==> run_1/layers.png <==
Two of the layers only.
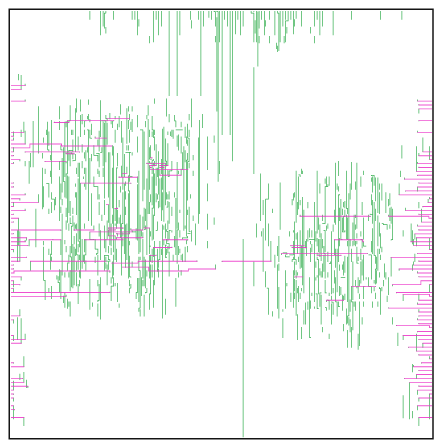
==> run_1/ff_map.png <==
Scale bar: 50 um.
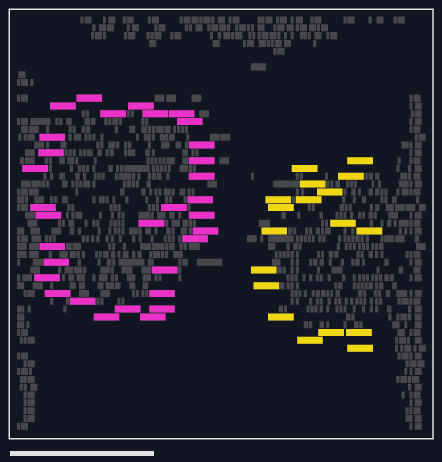
==> run_1/congestion_map.png <==
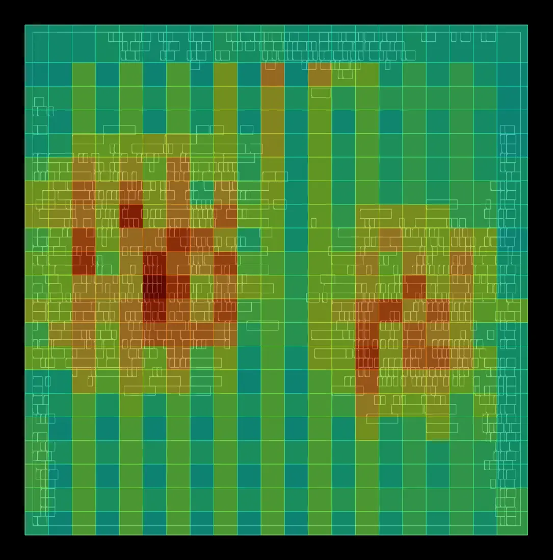
==> config.mk <==
export PLATFORM = sky130hd
export DESIGN_NAME = ch0re_hazard_track
export DESIGN_NICKNAME = d
export VERILOG_FILES = /design/src/rtl/ch0re_pkg.sv /design/src/rtl/ch0re_hazard_match.sv /design/src/rtl/ch0re_hazard_track.sv
export SDC_FILE = /design/constraint.sdc
export NUM_CORES = 1
export LEC_CHECK = 0
export ABC_AREA = 1
export CAP_MARGIN = 20
export CORE_AREA = 2 2 145 147
export DETAILED_ROUTE_END_ITERATION = 6
export DIE_AREA = 0 0 147 149
export GPL_TIMING_DRIVEN = 0
export PLACE_DENSITY = 0.7
export SYNTH_ARGS = -nofsm -noshare
export SYNTH_HDL_FRONTEND = slang
export SYNTH_SLANG_ARGS = --single-unit
==> constraint.sdc <==
create_clock -name clk -period 3.1 [get_ports clk]
set_input_delay 0.93 -clock clk [delete_from_list [all_inputs] [get_ports clk]]
set_output_delay 0.93 -clock clk [all_outputs]
set_load 0.05 [all_outputs]
==> results.txt <==
The flow run is done. Area fraction in compound gates landed at 2.10%. Net switching is 40.4% of the power. Synthesized-area fraction occupied by adder cells landed at 0.280%. Wire length of the first global-routing pass landed at 19300 um.

The clock network burns 28.3% of the power. Post-route minimum period landed at 3.01 ns. The signal on the critical path passes through clkdlybuf4s15_2 > inv_2 > nand2_1 > nand2_1 > nor2_1 > nand3_1 > nand3_1 > nand2_1 > nand2_4 > nand2_4 > inv_2 > buf_8. Top fanout value on the critical path landed at 7. Per the Yosys statistics, synthesis produced 687 cells. Transition time of the tightest slew-check pin landed at 0.772 ns. Detailed-routed wire length on met3 landed at 1100 um.

In this run the post-CTS setup repair buffer count came out at 1. Cell depth of the worst min-delay path landed at 2. Total number of yosys warnings landed at 0.

After technology mapping, the gate count stands at 687. Number of cells traversed by the worst register-to-register path landed at 10. Number of flip-flops under the largest register name landed at 32.

First-pass iteration count of the detailed router landed at 6. Final weighted congestion in routability-driven placement landed at 0.904. The clock buffers instantiated in the layout total 6. During tapcell insertion the tool placed 275 well taps. Fraction of final layout cells sized beyond drive strength 1 landed at 19.5%. Total power of the final layout landed at 1.95 mW. The count of nets left with antenna violations once routing finished came out at 0. After detailed routing, no signal wire sits above met4. Combinational cell area excluding buffers and inverters landed at 2470 sq um. Number of antenna violations at the first check in global routing landed at 0. Leaving out filler cells and counting taps, the final layout contains 1154. Largest vdd supply drop landed at 0.223 mV. The critical path's slowest stage uses the library cell clkdlybuf4s15_2. Met2 wirelength from detailed routing landed at 5350 um. According to the cell report, flip-flops and latches in the layout number 50. Among cell families on the critical path, the largest total delay comes from simple AND/OR/NAND/NOR gates.

Looking at the group totals, the largest power group turns out to be registers. For this design the top-level I/O count stands at 377. The chip area line in the Yosys stat output reads 4470 sq um. Of the total power, combinational logic draws 35.2%. Growth of design area from synthesis to finish landed at 33.6%. Clock-pin slew was measured on the worst setup and hold paths at 0.06 ns. The post-synth register bit count is 50. OpenROAD emitted warnings numbering 219. The cell-mix breakdown from Yosys lists the simple-gate area share as 38.2%.

Counting tap cells, the placed design contains a total of 1145 instances. Power per standard cell area landed at 326 nW/um^2. Setup slack after layout landed at 0.0940 ns. Remaining routing DRC violations landed at 0. Placement row count landed at 53. Iteration-0 DRC count of the detailed router landed at 281. Summed over all sequential cells, the power is 0.710 mW.

Clock network power for this build is 0.552 mW. The mapped netlist covers 4470 sq um. STA classifies the critical path startpoint as a primary input. According to the floorplan report, the total die area is 21900 sq um.

Met2 capacity usage during global routing landed at 17.8%. The detailed router put a total of 5620 um of wire on met1. Dividing the synthesized area by the synthesized cell count gives 6.51 sq um. Internal reg-to-reg setup slack landed at 0.94 ns. Combined flip-flop and latch cell area landed at 1250 sq um. Reported combinational group power landed at 0.685 mW. Per the detailed placement report, the placed cell area equals 5850 sq um.

Via count of the first global-routing pass landed at 3759. Longest individual stage delay on the worst path landed at 0.24 ns. Final-report hold violation count landed at 0. The skew report gives the latency at the later pin of the worst-skew pair as 0.29 ns. Per the GRT congestion report, total overflow comes to 0. After layout, the buffer instance count without clock buffers stands at 201. In the final layout, non-clock buffers account for 26.4% of the cell area. The timing report shows the most common cell along the critical path to be nand2_1. Per Yosys stat, the portion of area used by sequential elements is 28.0%. OpenROAD reports that the post-layout worst path occupies 97.0% of the period.

TritonCTS built the clock tree. After synthesis, the netlist uses 21 different library cells. The path class of the tightest hold or removal check is reg -> reg. Per the post-run analysis, buffers plus inverters along the critical path come to 4. met1 track demand over resource after global routing is 15.1%.

Looking at the clock tree report, the root buffer type is clkbuf_16. The net switching power in the latest report is 0.787 mW. Post-synthesis share of cell area spent on xor and xnor gates landed at 3.33%.

Final instance area landed at 5980 sq um. Per the layout report, the design carries 2292 filler cells. Setup repair after global routing left no endpoint under its margin. Depth of the critical timing path with buffers and inverters included landed at 12.

Die outline height landed at 149 um. The synthesis run shows multiplexers occupying 0% of the cell area. Looking at the area split, the leading class of cells is combinational gates.

Counting the buffers created by CTS gives 5. Across all checked pins, the minimum headroom to the slew limit is 48.4%. The OpenROAD report gives the critical path a data arrival time of 2.08 ns. The flow reports an fmax of 333 MHz.

Clock buffer and inverter area fraction after layout landed at 2.39%. The run finished with clean final reports. For the worst setup path, the data required time is 2.17 ns. In the final report, the number of pins over their slew limit comes to 0. STA classifies the critical path endpoint as a primary output.

Antenna diode count landed at 0. Number of non-clock inverters landed at 51. Internal power of the cells landed at 1.16 mW.

Entering global routing, the biggest net connects 35 pins.
About layers.png:
green -> M2  # wire length 5350 um
magenta -> M3  # wire length 1100 um
aggregate global-route resource usage: 11.0%
final wirelength: 12200 um
detailed-route wire length per cell: 10.5 um
via total after detailed routing: 4381

About ff_map.png:
magenta -> o_stall_cnt  # sequential cells 32
yellow -> r_slots  # sequential cells 18
Finished Core Util: 29.1%
register share of the cell area: 20.9%

About congestion_map.png:
met3 capacity usage during global routing: 2.48%
Most Used Layer, Global Route: met2

[run 1: metrics by stage]
step                      hold WS [ns]  setup TNS (ns)
after detailed placement         0.514           -1.45
after CTS                        0.529               0
after global routing             0.547               0
after global placement           0.497          -24.05
after floorplan                  0.468               0
final                            0.521               0
[run 1: worst register-to-register path: cells and delay by family, from the launching register on]
| kind | cells | cell delay [ns] |
|---|---|---|
| simple gates | 8 | 1.13 |
| flops | 1 | 0.50 |
| fa+ha+maj | 1 | 0.30 |
| buf+inv | 1 | 0.17 |
[run 1: cell usage in the layout (no fill, tap or decap), types with 7 or more instances in the layout]
cell type        synthesis  final
xor2_1                  11     11
nand3_1                 26     26
inv_2                    0      7
nor2_1                  72     71
o21ai_0                 17     16
buf_4                  130    131
conb_1                   1    130
nand4_1                 37     37
nand3b_1                 9      9
inv_1                   51     44
nor3_1                   8      8
clkbuf_1                10     11
clkdlybuf4s50_1          0     41
buf_2                    3     10
nand2_1                247    245
dfrtp_1                 50     50
[run 1: synthesized netlist by cell type]
| master | instances | area [sq um] |
|---|---|---|
| xnor2_1 | 6 | 52.6 |
| nor2_1 | 72 | 270 |
| clkbuf_1 | 10 | 37.5 |
| conb_1 | 1 | 3.75 |
| o21ai_0 | 17 | 85.1 |
| nand4_2 | 1 | 12.5 |
| nor3_1 | 8 | 40.0 |
| nand4_1 | 37 | 231 |
| buf_6 | 3 | 33.8 |
| inv_1 | 51 | 191 |
| ha_1 | 1 | 12.5 |
| nand2_1 | 247 | 927 |
| dfrtp_1 | 50 | 1250 |
| nor2_4 | 1 | 11.3 |
| nand3_2 | 2 | 20.0 |
| buf_4 | 130 | 976 |
| nand3_1 | 26 | 130 |
| nand3b_1 | 9 | 67.6 |
| xor2_1 | 11 | 96.3 |
| buf_2 | 3 | 15.0 |
| o311ai_0 | 1 | 8.76 |
Power and IR drop assume default switching activity.
